### Met4 routing

(3 px per um)
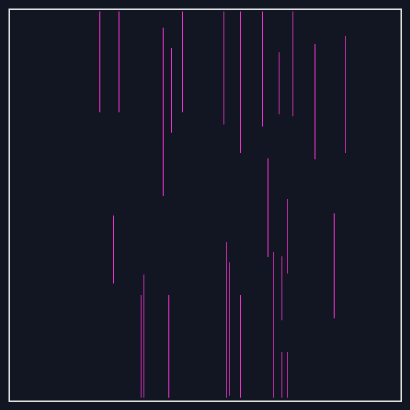
### Clock wires, drivers and flops

(4 px per um)
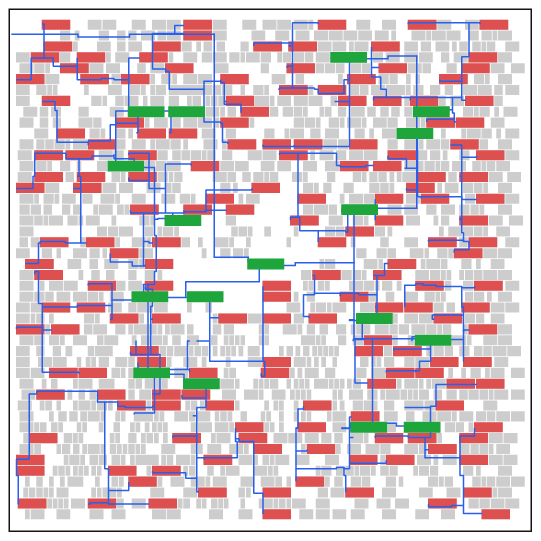
### PDN straps and rails

(4 px per um) Pins as bars on the die edge.
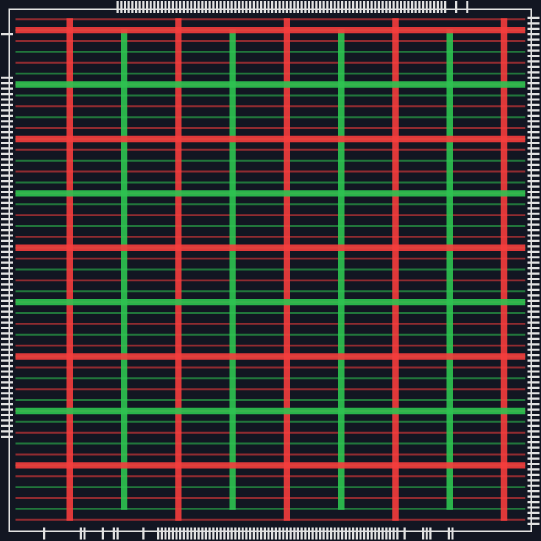
### Local utilization

(2 px per um) 13 x 13 tiles, from white (low) to dark blue (high), 0 to 100% covered.
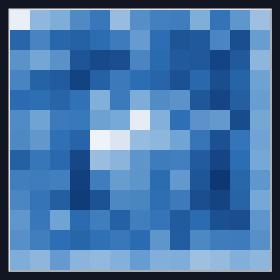
### Track usage over the die

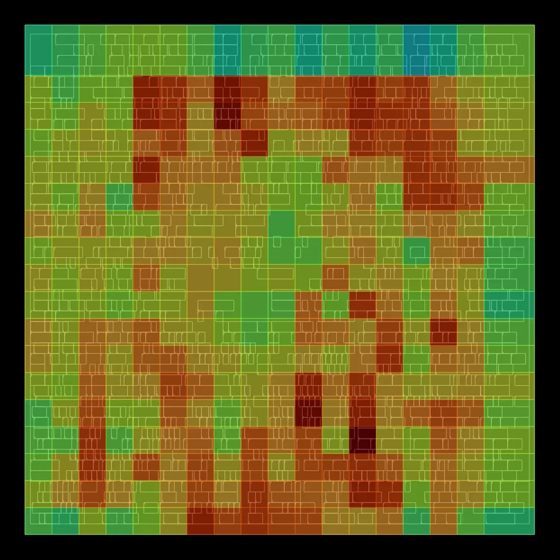
==> config.mk <==
export PLATFORM = sky130hd
export DESIGN_NAME = id_ex_reg
export DESIGN_NICKNAME = d
export VERILOG_FILES = /design/src/rtl/riscv_pkg.sv /design/src/rtl/hazard_unit.sv /design/src/rtl/id_ex_reg.sv
export SDC_FILE = /design/constraint.sdc
export NUM_CORES = 1
export LEC_CHECK = 0
export ABC_AREA = 1
export CAP_MARGIN = 20
export CORE_UTILIZATION = 45
export CTS_CLUSTER_DIAMETER = 50
export CTS_CLUSTER_SIZE = 8
export DETAILED_ROUTE_END_ITERATION = 8
export GPL_TIMING_DRIVEN = 0
export MAX_ROUTING_LAYER = met4
export PLACE_DENSITY_LB_ADDON = 0.12
export SYNTH_ARGS = -nofsm -noshare
export SYNTH_HDL_FRONTEND = slang
export SYNTH_SLANG_ARGS = --single-unit
==> constraint.sdc <==
create_clock -name clk -period 4.5 [get_ports clk]
set_input_delay 0.675 -clock clk [delete_from_list [all_inputs] [get_ports clk]]
set_output_delay 0.675 -clock clk [all_outputs]
set_load 0.02 [all_outputs]
==> src/rtl/riscv_pkg.sv <==
// Shared RISC-V pipeline definitions: ALU/branch encodings and the ID/EX control bundle.
package riscv_pkg;

  localparam int XLEN = 32;

  localparam logic [2:0] ALU_ADD = 3'b000;
  localparam logic [2:0] ALU_SUB = 3'b001;
  localparam logic [2:0] ALU_XOR = 3'b101;
  localparam logic [2:0] ALU_AND = 3'b111;

  localparam logic [1:0] BR_EQ = 2'b00;
  localparam logic [1:0] BR_LT = 2'b10;

  localparam logic [1:0] ALUOP_LDST   = 2'b00;
  localparam logic [1:0] ALUOP_BRANCH = 2'b01;
  localparam logic [1:0] ALUOP_RTYPE  = 2'b10;
  localparam logic [1:0] ALUOP_ITYPE  = 2'b11;

  typedef struct packed {
    logic [2:0] alu_control;
    logic [1:0] branch_op;
    logic       slt_c;
    logic       alu_src;
    logic       mem_read;
    logic       mem_write;
    logic       reg_write;
    logic       mem_to_reg;
    logic       branch;
  } ctrl_t;

  // A bubble must have no architectural side effect and a benign ALU op.
  localparam ctrl_t BUBBLE_CTRL = '{
    alu_control: ALU_ADD,
    branch_op:   BR_EQ,
    slt_c:       1'b0,
    alu_src:     1'b0,
    mem_read:    1'b0,
    mem_write:   1'b0,
    reg_write:   1'b0,
    mem_to_reg:  1'b0,
    branch:      1'b0
  };

endpackage

==> src/rtl/hazard_unit.sv <==
// Combinational load-use detector: a load in EX whose rd feeds a source of the ID instruction.
module hazard_unit (
  input  logic       valid_ex,
  input  logic       mem_read_ex,
  input  logic [4:0] rd_ex,
  input  logic       valid_id,
  input  logic [4:0] rs1_id,
  input  logic [4:0] rs2_id,
  output logic       haz
);

  // x0 is hardwired zero, so a load targeting it never creates a dependency.
  assign haz = valid_ex & mem_read_ex & (rd_ex != 5'd0) & valid_id &
               ((rd_ex == rs1_id) | (rd_ex == rs2_id));

endmodule

==> src/rtl/id_ex_reg.sv <==
// ID/EX pipeline register with load-use stall generation, bubble insertion and a bubble counter.
module id_ex_reg #(
  parameter int XLEN  = riscv_pkg::XLEN,
  parameter int CNT_W = 16
) (
  input  logic             clk,
  input  logic             rst_n,
  input  logic             valid_id,
  input  logic [XLEN-1:0]  pc_id,
  input  logic [XLEN-1:0]  rs1_data_id,
  input  logic [XLEN-1:0]  rs2_data_id,
  input  logic [XLEN-1:0]  imm_id,
  input  logic [4:0]       rs1_id,
  input  logic [4:0]       rs2_id,
  input  logic [4:0]       rd_id,
  input  logic [2:0]       ALUControl_id,
  input  logic [1:0]       BranchOp_id,
  input  logic             SLTc_id,
  input  logic             ALUSrc_id,
  input  logic             MemRead_id,
  input  logic             MemWrite_id,
  input  logic             RegWrite_id,
  input  logic             MemToReg_id,
  input  logic             Branch_id,
  input  logic             flush_ex,
  input  logic             hold,
  output logic             valid_ex,
  output logic [XLEN-1:0]  pc_ex,
  output logic [XLEN-1:0]  rs1_data_ex,
  output logic [XLEN-1:0]  rs2_data_ex,
  output logic [XLEN-1:0]  imm_ex,
  output logic [4:0]       rs1_ex,
  output logic [4:0]       rs2_ex,
  output logic [4:0]       rd_ex,
  output logic [2:0]       ALUControl_ex,
  output logic [1:0]       BranchOp_ex,
  output logic             SLTc_ex,
  output logic             ALUSrc_ex,
  output logic             MemRead_ex,
  output logic             MemWrite_ex,
  output logic             RegWrite_ex,
  output logic             MemToReg_ex,
  output logic             Branch_ex,
  output logic             stall_o,
  output logic [CNT_W-1:0] bubble_cnt
);
  import riscv_pkg::*;

  ctrl_t ctrl_d, ctrl_q;
  logic  haz;

  assign ctrl_d = '{
    alu_control: ALUControl_id,
    branch_op:   BranchOp_id,
    slt_c:       SLTc_id,
    alu_src:     ALUSrc_id,
    mem_read:    MemRead_id,
    mem_write:   MemWrite_id,
    reg_write:   RegWrite_id,
    mem_to_reg:  MemToReg_id,
    branch:      Branch_id
  };

  hazard_unit u_haz (
    .valid_ex    (valid_ex),
    .mem_read_ex (ctrl_q.mem_read),
    .rd_ex       (rd_ex),
    .valid_id    (valid_id),
    .rs1_id      (rs1_id),
    .rs2_id      (rs2_id),
    .haz         (haz)
  );

  // A flush already kills the dependent instruction, so no stall is needed.
  assign stall_o = haz & ~flush_ex;

  always_ff @(posedge clk) begin
    if (!rst_n) begin
      valid_ex    <= 1'b0;
      ctrl_q      <= '0;
      pc_ex       <= '0;
      rs1_data_ex <= '0;
      rs2_data_ex <= '0;
      imm_ex      <= '0;
      rs1_ex      <= '0;
      rs2_ex      <= '0;
      rd_ex       <= '0;
      bubble_cnt  <= '0;
    end else if (flush_ex || (!hold && haz)) begin
      // Data fields are left as-is: they are dead once valid_ex drops.
      valid_ex <= 1'b0;
      ctrl_q   <= BUBBLE_CTRL;
      if (!(&bubble_cnt)) bubble_cnt <= bubble_cnt + CNT_W'(1);
    end else if (!hold) begin
      valid_ex    <= valid_id;
      ctrl_q      <= ctrl_d;
      pc_ex       <= pc_id;
      rs1_data_ex <= rs1_data_id;
      rs2_data_ex <= rs2_data_id;
      imm_ex      <= imm_id;
      rs1_ex      <= rs1_id;
      rs2_ex      <= rs2_id;
      rd_ex       <= rd_id;
    end
  end

  assign ALUControl_ex = ctrl_q.alu_control;
  assign BranchOp_ex   = ctrl_q.branch_op;
  assign SLTc_ex       = ctrl_q.slt_c;
  assign ALUSrc_ex     = ctrl_q.alu_src;
  assign MemRead_ex    = ctrl_q.mem_read;
  assign MemWrite_ex   = ctrl_q.mem_write;
  assign RegWrite_ex   = ctrl_q.reg_write;
  assign MemToReg_ex   = ctrl_q.mem_to_reg;
  assign Branch_ex     = ctrl_q.branch;

endmodule
==> impl_metrics.yaml <==
# physical design summary
clock_network:
  cts-resized-gates: 0
  tritoncts: "built"
  cts.clk_slew.worst_paths_ns: 0.06
  cts_setup_buffers: 0
  cts-buffers-inserted: 17
  cts_root_buffer: "clkbuf_16"
  clock_path_buffers: 2
sta:
  worst_pin_slew_ns: 0.792
  achievable-frequency_ghz: 0.285
  finalHoldViolCount: 0
  rsz0062_at_grt: "false"
  setup_viol: 0
  slew_headroom_pct: 47.2
  tns_ns: 0
  finalClockSkew_ns: 0.0105
  hold_ws_ns: 0.457
  period_used_pct: 77.9
global_route:
  grt_overflow_total: 0
  track_usage_pct: 30.5
  antenna_found_initial: 0
yosys:
  yosys-stat-area_um2: 7390
  syn_area_per_cell_um2: 8.03
  top_area_share_pct: 46.6
  ys_seq_share_pct: 46.6
  ys_cells: 920
  largest_area_cell: "dfxtp_1"
  syn-cell-area_um2: 7390
  fp_nets: 1081
  netlist_instances: 920
layout:
  area_delta_synth_final_pct: 56.4
  fin_nets: 1432
  diodes: 0
setup_path:
  cp_common_cell: "nand2_1"
  cp.arrival_ns: 2.83
  worst_path_max_delay_cell: "clkdlybuf4s50_1"
  worstSetupStartpointType: "input pin"
  critPathMaxFanout: 10
  required_ns: 3.83
  cp_cell_sequence: "clkdlybuf4s50_1 > inv_1 > nand2_1 > nand2_1 > nor2_1 > nand3_1 > nand2_1 > nand2_2 > clkbuf_1 > nor2_1 > clkdlybuf4s50_1"
  setup.worst_path.end_class: "output pin"
  slowest_delay_ns: 0.62
hold_path:
  hold_path_class: "flop to flop"
route:
  drt_iter0_drc: 411
  drc: 0
  vias_per_cell: 5.29
floorplan:
  dieArea_um2: 16900
placement:
  gp_congestion: 0.913
  port_buffers: 332
power:
  power.density_nw_per_um2: 320
status:
  status: "complete, no violations"
About 'Met4 routing':
wire length on this layer: 890 um
nets with wire on the layer: 23
main direction: vertical
longest straight run: 55.8 um
share of all routed wire: 3.5%
routed via count: 7,933
WL final: 25,500 um

About 'Clock wires, drivers and flops':
[blue] clock wires | length: 2,080 um
[green] clock-net drivers | count: 17
[red] flip-flops | count: 172
routed clock nets: 18
flops lie: spread over the die
clk_lat worst skew: 0.43 ns
Clock Power Share: 38.8%

About 'PDN straps and rails':
| color | net |
|---|---|
| red | VSS |
| green | VDD |
met5 straps: 9
rows: 46
met1 rails: 47
signal pins: 333
met4 straps: 9
die width: 130 um
Die H: 130 um
Core Area: 15,900 um2
Max VDD drop: 0.252 mV

About 'Local utilization':
mean over tiles: 67%
fullest tile: 97%
emptiest ninth of the die: middle
fin util: 72.5%
Starting Density: 46.4%

About 'Track usage over the die':
GR peak layer: met2
GR Layer Usage met1: 34.4%
routed len/inst: 17.0 um
met2 track demand over resource: 50.6%

==> synthesized netlist by cell type (all sizes together) <==
library cell and number:
a21boi 138, a21oi 25, a31oi 1, buf 40, clkbuf 44, clkinv 1, dfxtp 172, ha 1
inv 31, nand2 237, nand3 19, nand3b 4, nand4 142, nor2 52, nor3 3, o21ai 2
xnor2 6, xor2 2
==> sequential cells by signal (all words and copies together), names as in the netlist <==
name,flops
ALUSrc_ex,1
imm_ex,32
valid_ex,1
rd_ex,5
ALUControl_ex,3
rs1_data_ex,32
MemToReg_ex,1
rs2_data_ex,32
bubble_cnt,16
BranchOp_ex,2
rs2_ex,5
SLTc_ex,1
rs1_ex,5
RegWrite_ex,1
MemRead_ex,1
Branch_ex,1
pc_ex,32
MemWrite_ex,1
==> final timing paths <==
path	start	cells past startpoint	end	slack (ns)
max reg2reg	rd_ex[2]	9	imm_ex[7]	2.52
min reg2reg	rs2_data_ex[7]	2	rs2_data_ex[7]	0.46
max	rs1_id[2]	11	stall_o	0.99
min	rs2_data_ex[7]	2	rs2_data_ex[7]	0.46
==> critical path: cells and delay by family <==
| family | cells | cell delay, ns |
|---|---|---|
| AND/OR/NAND/NOR | 7 | 0.68 |
| buffers and inverters | 4 | 1.47 |
==> placed cells by master (no fill, tap or decap), drive strengths merged, types with 4 or more instances in the layout <==
cell	instances
nand3	19
nand4	142
buf	40
a21boi	138
dfxtp	172
clkinv	7
inv	31
clkbuf	66
nand2	237
clkdlybuf4s50	332
nor2	52
nand3b	4
a21oi	25
xnor2	6
==> where the power goes <==
group | internal (W) | leakage, nW | total [W] | switching [W]
logic | 0.000329 | 2.60 | 0.000635 | 0.000306
clock network | 0.000819 | 0.278 | 0.00143 | 0.000616
registers | 0.00159 | 1.41 | 0.00163 | 0.0000417
==> per-layer routing <==
layer  global-route usage (%)  wire length, um  vias to the layer above  share of wire (%)
met5                        -                0                        -                  0
met4                     13.1              890                        0                3.5
met2                     50.6            12400                      326                 49
met1                     34.4            10000                     3687                 39
met3                     8.41             2140                       56                8.4
li1                         -                -                     3864                  -
==> stage by stage <==
stage / worst slack (ns) / cells / cell area [um2]
global route: 0.920 / 1500 / 11600
global placement: 1.06 / 1468 / 11000
CTS: 1.03 / 1500 / 11600
detailed placement: 1.05 / 1468 / 11000
finish: 0.993 / 1500 / 11600
floorplan: 2.22 / 920 / 7390
==> cell type report <==
cell class | count | area, um2
clock inverters | 10 | 90.1
inverters | 32 | 120
multi-input cells | 632 | 3420
clock buffers | 22 | 484
flip-flops and latches | 172 | 3440
well taps | 216 | 270
plain buffers | 84 | 408
repair buffers | 332 | 3320
fillers | 1261 | 4380
==> logic make-up after synthesis <==
kind of cell	share of synthesized area [%]
simple gates	29.2
flops	46.6
compound gates	15.9
buf+inv	7.14
xor+xnor	0.948
fa+ha+maj	0.169
Power is estimated from default activity; no workload was simulated.
